[src/rtl/i2c_pkg.sv]
// ----------------------------------------------------------------------------
// i2c_pkg
//   Shared types and constants for the I2C target register interface.
//   - state_t   : one-hot FSM encoding of the byte/ACK phases
//   - bus_ev_t  : START / STOP event codes from the line detectors
//   - DEV_ADDR_DEFAULT : SD30xx 7-bit device address
//   - addr_inc  : register pointer increment with 8/16-bit wrap
// ----------------------------------------------------------------------------
package i2c_pkg;

    localparam logic [6:0] DEV_ADDR_DEFAULT = 7'h32;

    typedef enum logic [9:0] {
        ST_IDLE     = 10'b00_0000_0001,
        ST_DEV_ADDR = 10'b00_0000_0010,
        ST_DEV_ACK  = 10'b00_0000_0100,
        ST_PTR_H    = 10'b00_0000_1000,
        ST_PTR_L    = 10'b00_0001_0000,
        ST_PTR_ACK  = 10'b00_0010_0000,
        ST_WR_DATA  = 10'b00_0100_0000,
        ST_WR_ACK   = 10'b00_1000_0000,
        ST_RD_DATA  = 10'b01_0000_0000,
        ST_RD_ACK   = 10'b10_0000_0000
    } state_t;

    typedef enum logic [1:0] {
        EV_NONE  = 2'd0,
        EV_START = 2'd1,
        EV_STOP  = 2'd2
    } bus_ev_t;

    // 8-bit mode keeps the upper pointer byte at zero and wraps 0xFF -> 0x00.
    function automatic logic [15:0] addr_inc(input logic [15:0] addr, input logic mode16);
        logic [7:0] lo_next;
        lo_next = addr[7:0] + 8'd1;
        return mode16 ? (addr + 16'd1) : {8'h00, lo_next};
    endfunction

endpackage

[src/rtl/i2c_slave_regif_line_sync.sv]
// ----------------------------------------------------------------------------
// i2c_line_sync
//   Synchronizer for one I2C pad line, optional glitch filter, edge detect.
//   Ports:
//     clk, rst : system clock, async active-high reset
//     pad      : raw line from the pad
//     level    : synchronized (and filtered) line level
//     rise     : one-clk flag on a 0->1 transition of level
//     fall     : one-clk flag on a 1->0 transition of level
//   Macro I2C_GLITCH_FILTER_EN: when defined, level only follows the synced
//   line after three equal consecutive samples (pulses < 3 clk are dropped).
// ----------------------------------------------------------------------------
module i2c_line_sync #(
    parameter int SYNC_STG = 2
) (
    input  logic clk,
    input  logic rst,
    input  logic pad,
    output logic level,
    output logic rise,
    output logic fall
);

    logic [SYNC_STG-1:0] sync_q;
    logic                level_q;

    // Idle I2C bus is high, so reset the chain to 1 to avoid a false edge.
    always_ff @(posedge clk or posedge rst) begin
        if (rst) sync_q <= '1;
        else     sync_q <= {sync_q[SYNC_STG-2:0], pad};
    end

`ifdef I2C_GLITCH_FILTER_EN
    logic [1:0] hist_q;
    logic       sync_out;

    assign sync_out = sync_q[SYNC_STG-1];
    // Current sample plus the two previous ones must agree before level moves.
    assign level = (hist_q == {2{sync_out}}) ? sync_out : level_q;

    always_ff @(posedge clk or posedge rst) begin
        if (rst) hist_q <= 2'b11;
        else     hist_q <= {hist_q[0], sync_out};
    end
`else
    assign level = sync_q[SYNC_STG-1];
`endif

    always_ff @(posedge clk or posedge rst) begin
        if (rst) level_q <= 1'b1;
        else     level_q <= level;
    end

    assign rise = level & ~level_q;
    assign fall = ~level & level_q;

endmodule

[src/rtl/i2c_slave_regif.sv]
// ----------------------------------------------------------------------------
// i2c_slave_regif
//   I2C target: START/STOP decode, 7-bit address match, 8/16-bit register
//   pointer, then byte writes or reads on a parallel register bus.
//   Open-drain SDA only; SCL is never driven.
//   Ports:
//     clk, rst   : system clock (>= 16x SCL), async active-high reset
//     addr_mode  : 1 = 16-bit pointer (MSB first), 0 = 8-bit pointer
//     scl_i/sda_i: pad inputs
//     sda_oe     : 1 = pull SDA low
//     reg_addr   : register pointer
//     wr_en/wr_data : one-clk write strobe and byte
//     rd_en/rd_data : one-clk read strobe; rd_data sampled 1 clk after rd_en
//     busy       : addressed and active
//   Macro I2C_GLITCH_FILTER_EN: enables the line glitch filter in i2c_line_sync.
//
//   state       | meaning
//   ------------+--------------------------------------------------------
//   ST_IDLE     | not addressed; wait for START (also after read NACK)
//   ST_DEV_ADDR | shifting in the address byte
//   ST_DEV_ACK  | ACK of address byte; read strobe issued on entry for R/W=1
//   ST_PTR_H    | receiving pointer high byte (16-bit mode)
//   ST_PTR_L    | receiving pointer low byte
//   ST_PTR_ACK  | ACK of a pointer byte
//   ST_WR_DATA  | receiving a write data byte
//   ST_WR_ACK   | ACK of a write data byte
//   ST_RD_DATA  | shifting out a read byte
//   ST_RD_ACK   | sampling master ACK/NACK of a read byte
// ----------------------------------------------------------------------------
module i2c_slave_regif
    import i2c_pkg::*;
#(
    parameter logic [6:0] DEV_ADDR = DEV_ADDR_DEFAULT,
    parameter int         SYNC_STG = 2
) (
    input  logic        clk,
    input  logic        rst,
    input  logic        addr_mode,
    input  logic        scl_i,
    input  logic        sda_i,
    output logic        sda_oe,
    output logic [15:0] reg_addr,
    output logic        wr_en,
    output logic [7:0]  wr_data,
    output logic        rd_en,
    input  logic [7:0]  rd_data,
    output logic        busy
);

    logic scl_lvl, scl_rise, scl_fall;
    logic sda_lvl, sda_rise, sda_fall;

    i2c_line_sync #(.SYNC_STG(SYNC_STG)) u_scl_sync (
        .clk(clk), .rst(rst), .pad(scl_i),
        .level(scl_lvl), .rise(scl_rise), .fall(scl_fall)
    );

    i2c_line_sync #(.SYNC_STG(SYNC_STG)) u_sda_sync (
        .clk(clk), .rst(rst), .pad(sda_i),
        .level(sda_lvl), .rise(sda_rise), .fall(sda_fall)
    );

    state_t      state_q, state_d;
    bus_ev_t     bus_ev;
    logic [3:0]  bit_cnt_q, bit_cnt_d;
    logic [7:0]  shift_q, shift_d, ptr_hi_q, ptr_hi_d;
    logic        rw_q, rw_d, ptr_lo_done_q, ptr_lo_done_d, rd_pend_q;
    logic        sda_oe_d, busy_d, wr_en_d, rd_en_d;
    logic [15:0] reg_addr_d;
    logic [7:0]  wr_data_d, rx_byte;

    assign rx_byte = {shift_q[6:0], sda_lvl};

    always_comb begin
        bus_ev = EV_NONE;
        if (scl_lvl && sda_fall)      bus_ev = EV_START;
        else if (scl_lvl && sda_rise) bus_ev = EV_STOP;
    end

    always_comb begin
        state_d       = state_q;
        bit_cnt_d     = bit_cnt_q;
        shift_d       = shift_q;
        ptr_hi_d      = ptr_hi_q;
        rw_d          = rw_q;
        ptr_lo_done_d = ptr_lo_done_q;
        sda_oe_d      = sda_oe;
        busy_d        = busy;
        reg_addr_d    = reg_addr;
        wr_data_d     = wr_data;
        wr_en_d       = 1'b0;
        rd_en_d       = 1'b0;

        // Pointer advances in the cycle after the write strobe.
        if (wr_en)     reg_addr_d = addr_inc(reg_addr, addr_mode);
        if (rd_pend_q) shift_d    = rd_data;

        if (bus_ev == EV_START) begin
            state_d   = ST_DEV_ADDR;
            bit_cnt_d = 4'd0;
            sda_oe_d  = 1'b0;
            busy_d    = 1'b0;
        end else if (bus_ev == EV_STOP) begin
            state_d  = ST_IDLE;
            sda_oe_d = 1'b0;
            busy_d   = 1'b0;
        end else begin
            unique case (state_q)
                ST_IDLE: ;
                ST_DEV_ADDR, ST_PTR_H, ST_PTR_L, ST_WR_DATA: begin
                    if (scl_rise) begin
                        shift_d   = rx_byte;
                        bit_cnt_d = bit_cnt_q + 4'd1;
                        if (bit_cnt_q == 4'd7) begin
                            bit_cnt_d = 4'd0;
                            if (state_q == ST_DEV_ADDR) begin
                                if (rx_byte[7:1] == DEV_ADDR) begin
                                    state_d = ST_DEV_ACK;
                                    busy_d  = 1'b1;
                                    rw_d    = rx_byte[0];
                                    rd_en_d = rx_byte[0];
                                end else begin
                                    state_d = ST_IDLE;
                                end
                            end else if (state_q == ST_PTR_H) begin
                                ptr_hi_d = rx_byte;
                                state_d  = ST_PTR_ACK;
                            end else if (state_q == ST_PTR_L) begin
                                reg_addr_d    = {addr_mode ? ptr_hi_q : 8'h00, rx_byte};
                                ptr_lo_done_d = 1'b1;
                                state_d       = ST_PTR_ACK;
                            end else begin
                                wr_en_d   = 1'b1;
                                wr_data_d = rx_byte;
                                state_d   = ST_WR_ACK;
                            end
                        end
                    end
                end
                // bit_cnt 0 = before the ACK clock, 1 = ACK clock has risen.
                ST_DEV_ACK, ST_PTR_ACK, ST_WR_ACK: begin
                    if (scl_rise) begin
                        bit_cnt_d = 4'd1;
                    end else if (scl_fall) begin
                        if (bit_cnt_q == 4'd0) begin
                            sda_oe_d = 1'b1;
                        end else begin
                            bit_cnt_d = 4'd0;
                            sda_oe_d  = 1'b0;
                            if (state_q == ST_DEV_ACK && rw_q) begin
                                sda_oe_d = ~shift_q[7];
                                state_d  = ST_RD_DATA;
                            end else if (state_q == ST_DEV_ACK) begin
                                ptr_lo_done_d = 1'b0;
                                state_d       = addr_mode ? ST_PTR_H : ST_PTR_L;
                            end else if (state_q == ST_PTR_ACK && !ptr_lo_done_q) begin
                                state_d = ST_PTR_L;
                            end else begin
                                state_d = ST_WR_DATA;
                            end
                        end
                    end
                end
                ST_RD_DATA: begin
                    if (scl_rise) begin
                        bit_cnt_d = bit_cnt_q + 4'd1;
                    end else if (scl_fall) begin
                        if (bit_cnt_q == 4'd8) begin
                            bit_cnt_d = 4'd0;
                            sda_oe_d  = 1'b0;
                            state_d   = ST_RD_ACK;
                        end else begin
                            shift_d  = {shift_q[6:0], 1'b0};
                            sda_oe_d = ~shift_q[6];
                        end
                    end
                end
                ST_RD_ACK: begin
                    if (scl_rise) begin
                        if (sda_lvl) begin
                            state_d = ST_IDLE;
                        end else begin
                            bit_cnt_d  = 4'd1;
                            reg_addr_d = addr_inc(reg_addr, addr_mode);
                            rd_en_d    = 1'b1;
                        end
                    end else if (scl_fall && bit_cnt_q == 4'd1) begin
                        bit_cnt_d = 4'd0;
                        sda_oe_d  = ~shift_q[7];
                        state_d   = ST_RD_DATA;
                    end
                end
                default: state_d = ST_IDLE;
            endcase
        end
    end

    always_ff @(posedge clk or posedge rst) begin
        if (rst) begin
            state_q       <= ST_IDLE;
            bit_cnt_q     <= 4'd0;
            shift_q       <= 8'h00;
            ptr_hi_q      <= 8'h00;
            rw_q          <= 1'b0;
            ptr_lo_done_q <= 1'b0;
            rd_pend_q     <= 1'b0;
            sda_oe        <= 1'b0;
            busy          <= 1'b0;
            reg_addr      <= 16'h0000;
            wr_data       <= 8'h00;
            wr_en         <= 1'b0;
            rd_en         <= 1'b0;
        end else begin
            state_q       <= state_d;
            bit_cnt_q     <= bit_cnt_d;
            shift_q       <= shift_d;
            ptr_hi_q      <= ptr_hi_d;
            rw_q          <= rw_d;
            ptr_lo_done_q <= ptr_lo_done_d;
            rd_pend_q     <= rd_en;
            sda_oe        <= sda_oe_d;
            busy          <= busy_d;
            reg_addr      <= reg_addr_d;
            wr_data       <= wr_data_d;
            wr_en         <= wr_en_d;
            rd_en         <= rd_en_d;
        end
    end

endmodule

[config.mk]
export PLATFORM = sky130hd
export DESIGN_NAME = i2c_slave_regif
export DESIGN_NICKNAME = d
export VERILOG_FILES = /design/src/rtl/i2c_pkg.sv /design/src/rtl/i2c_slave_regif_line_sync.sv /design/src/rtl/i2c_slave_regif.sv
export SDC_FILE = /design/constraint.sdc
export NUM_CORES = 1
export LEC_CHECK = 0
export CORE_MARGIN = 3
export CORE_UTILIZATION = 45
export DETAILED_ROUTE_END_ITERATION = 6
export MAX_ROUTING_LAYER = met4
export PLACE_DENSITY = 0.74
export REMOVE_ABC_BUFFERS = 1
export SKIP_CTS_REPAIR_TIMING = 1
export SYNTH_ARGS = -nofsm -noshare
export SYNTH_HDL_FRONTEND = slang
export SYNTH_SLANG_ARGS = --single-unit
[constraint.sdc]
create_clock -name clk -period 2.45 [get_ports clk]
set_input_delay 0.245 -clock clk [delete_from_list [all_inputs] [get_ports clk]]
set_output_delay 0.245 -clock clk [all_outputs]
set_load 0.1 [all_outputs]
### Zoomed window

Window x 52 to 102, y 52 to 102 µm. Cells in grey, sequential cells in the stronger grey; small squares are vias.
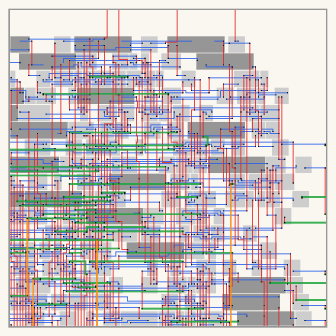
| colour | layer |
|---|---|
| orange | met4 |
| blue | met1 |
| red | met2 |
| green | met3 |
netlist names of flops here include: reg_addr (13), ptr_hi_q (3)
sequential cells in the window: 16
cells with their middle in the window: 175
most frequent: buf_4 (25), nor2_1 (17), dfrtp_1 (16)

### Clock wiring as the flow saved it

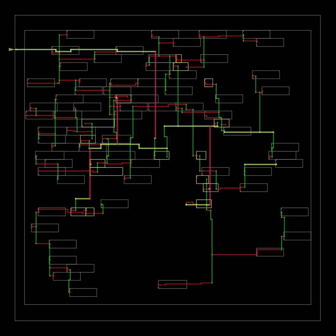
# clk buffers: 9
Clk power: 1080 µW
Flop Count: 67
setup skew after layout: 0.01227 ns

==> impl_report.txt <==
=== SYNTHESIS / PLACE & ROUTE SUMMARY ===
----------------------------------------------------
[Yosys]
  Post-synthesis share of cell area spent on and, or, nand and nor gates ........................ 21.93%
  Number of instances in the synthesized netlist ........................ 453
  Area of the synthesized netlist per yosys stat ........................ 4234 µm²
  #FFs+latches synth ........................ 67
  Predominant post-synthesis flop cell ........................ sky130_fd_sc_hd__dfrtp_1
  Cell area after technology mapping ........................ 4234 µm²
  Aoi share ........................ 20.18%
  Mean post-synth cell area ........................ 9.347 µm²

[Outcome]
  Result of the run ........................ complete, no violations

[Flow run]
  MaxCap Viol Count ........................ 0

[Power and ir drop]
  Clk pwr share ........................ 31.6%
  Power share of the sequential group ........................ 38.4%

[Routing]
  Number of vias per cell after detailed routing ........................ 6.266
  Drt total wl ........................ 13,240 µm
  Routed metal-1 wire length ........................ 6053 µm
  Detailed-routing iteration count for the pre-antenna-repair pass ........................ 5
  Iter 0 DRT Violations ........................ 345

[Finish]
  Layout net count ........................ 560
  Util after Layout ........................ 59.89%
  Commonest Layout Cell ........................ sky130_fd_sc_hd__buf_4
  Registers with the highest flip-flop counts ........................ reg_addr x16, state_q x10
  Summed area of non-filler cells in the final layout ........................ 5350 µm²
  Comb. cell area ........................ 2434 µm²

[Clock tree]
  Number of buffers on the longest clock path ........................ 2
  Clock tree from TritonCTS ........................ done

[Global route]
  Overall track demand over capacity in global routing ........................ 26.54%
  GRT met3 Usage ........................ 5.751%

[Worst setup path]
  Maximum cell stage delay along the critical path ........................ 0.74 ns
  Critical-path top delay cell ........................ sky130_fd_sc_hd__or4b_2
  Worst Setup EP ........................ bit_cnt_q[0]
  Critical path startpoint ........................ state_q[8]
  Worst path required time ........................ 2.68 ns
  Worst-path maximum fanout ........................ 10

[STA]
  Achievable Freq ........................ 424.7 MHz
  Final worst-path cycle share ........................ 96.10%
  Worst max-slew margin expressed relative to the limit ........................ 61.00%
  Tightest Pin Transition ........................ 0.5828 ns

[Place]
  Final GP Congestion ........................ 1.014

[Die]
  Row cnt ........................ 34
  Number of tap instances ........................ 108

----------------------------------------------------
No activity file was given, so power comes from the tool's default toggle rates.
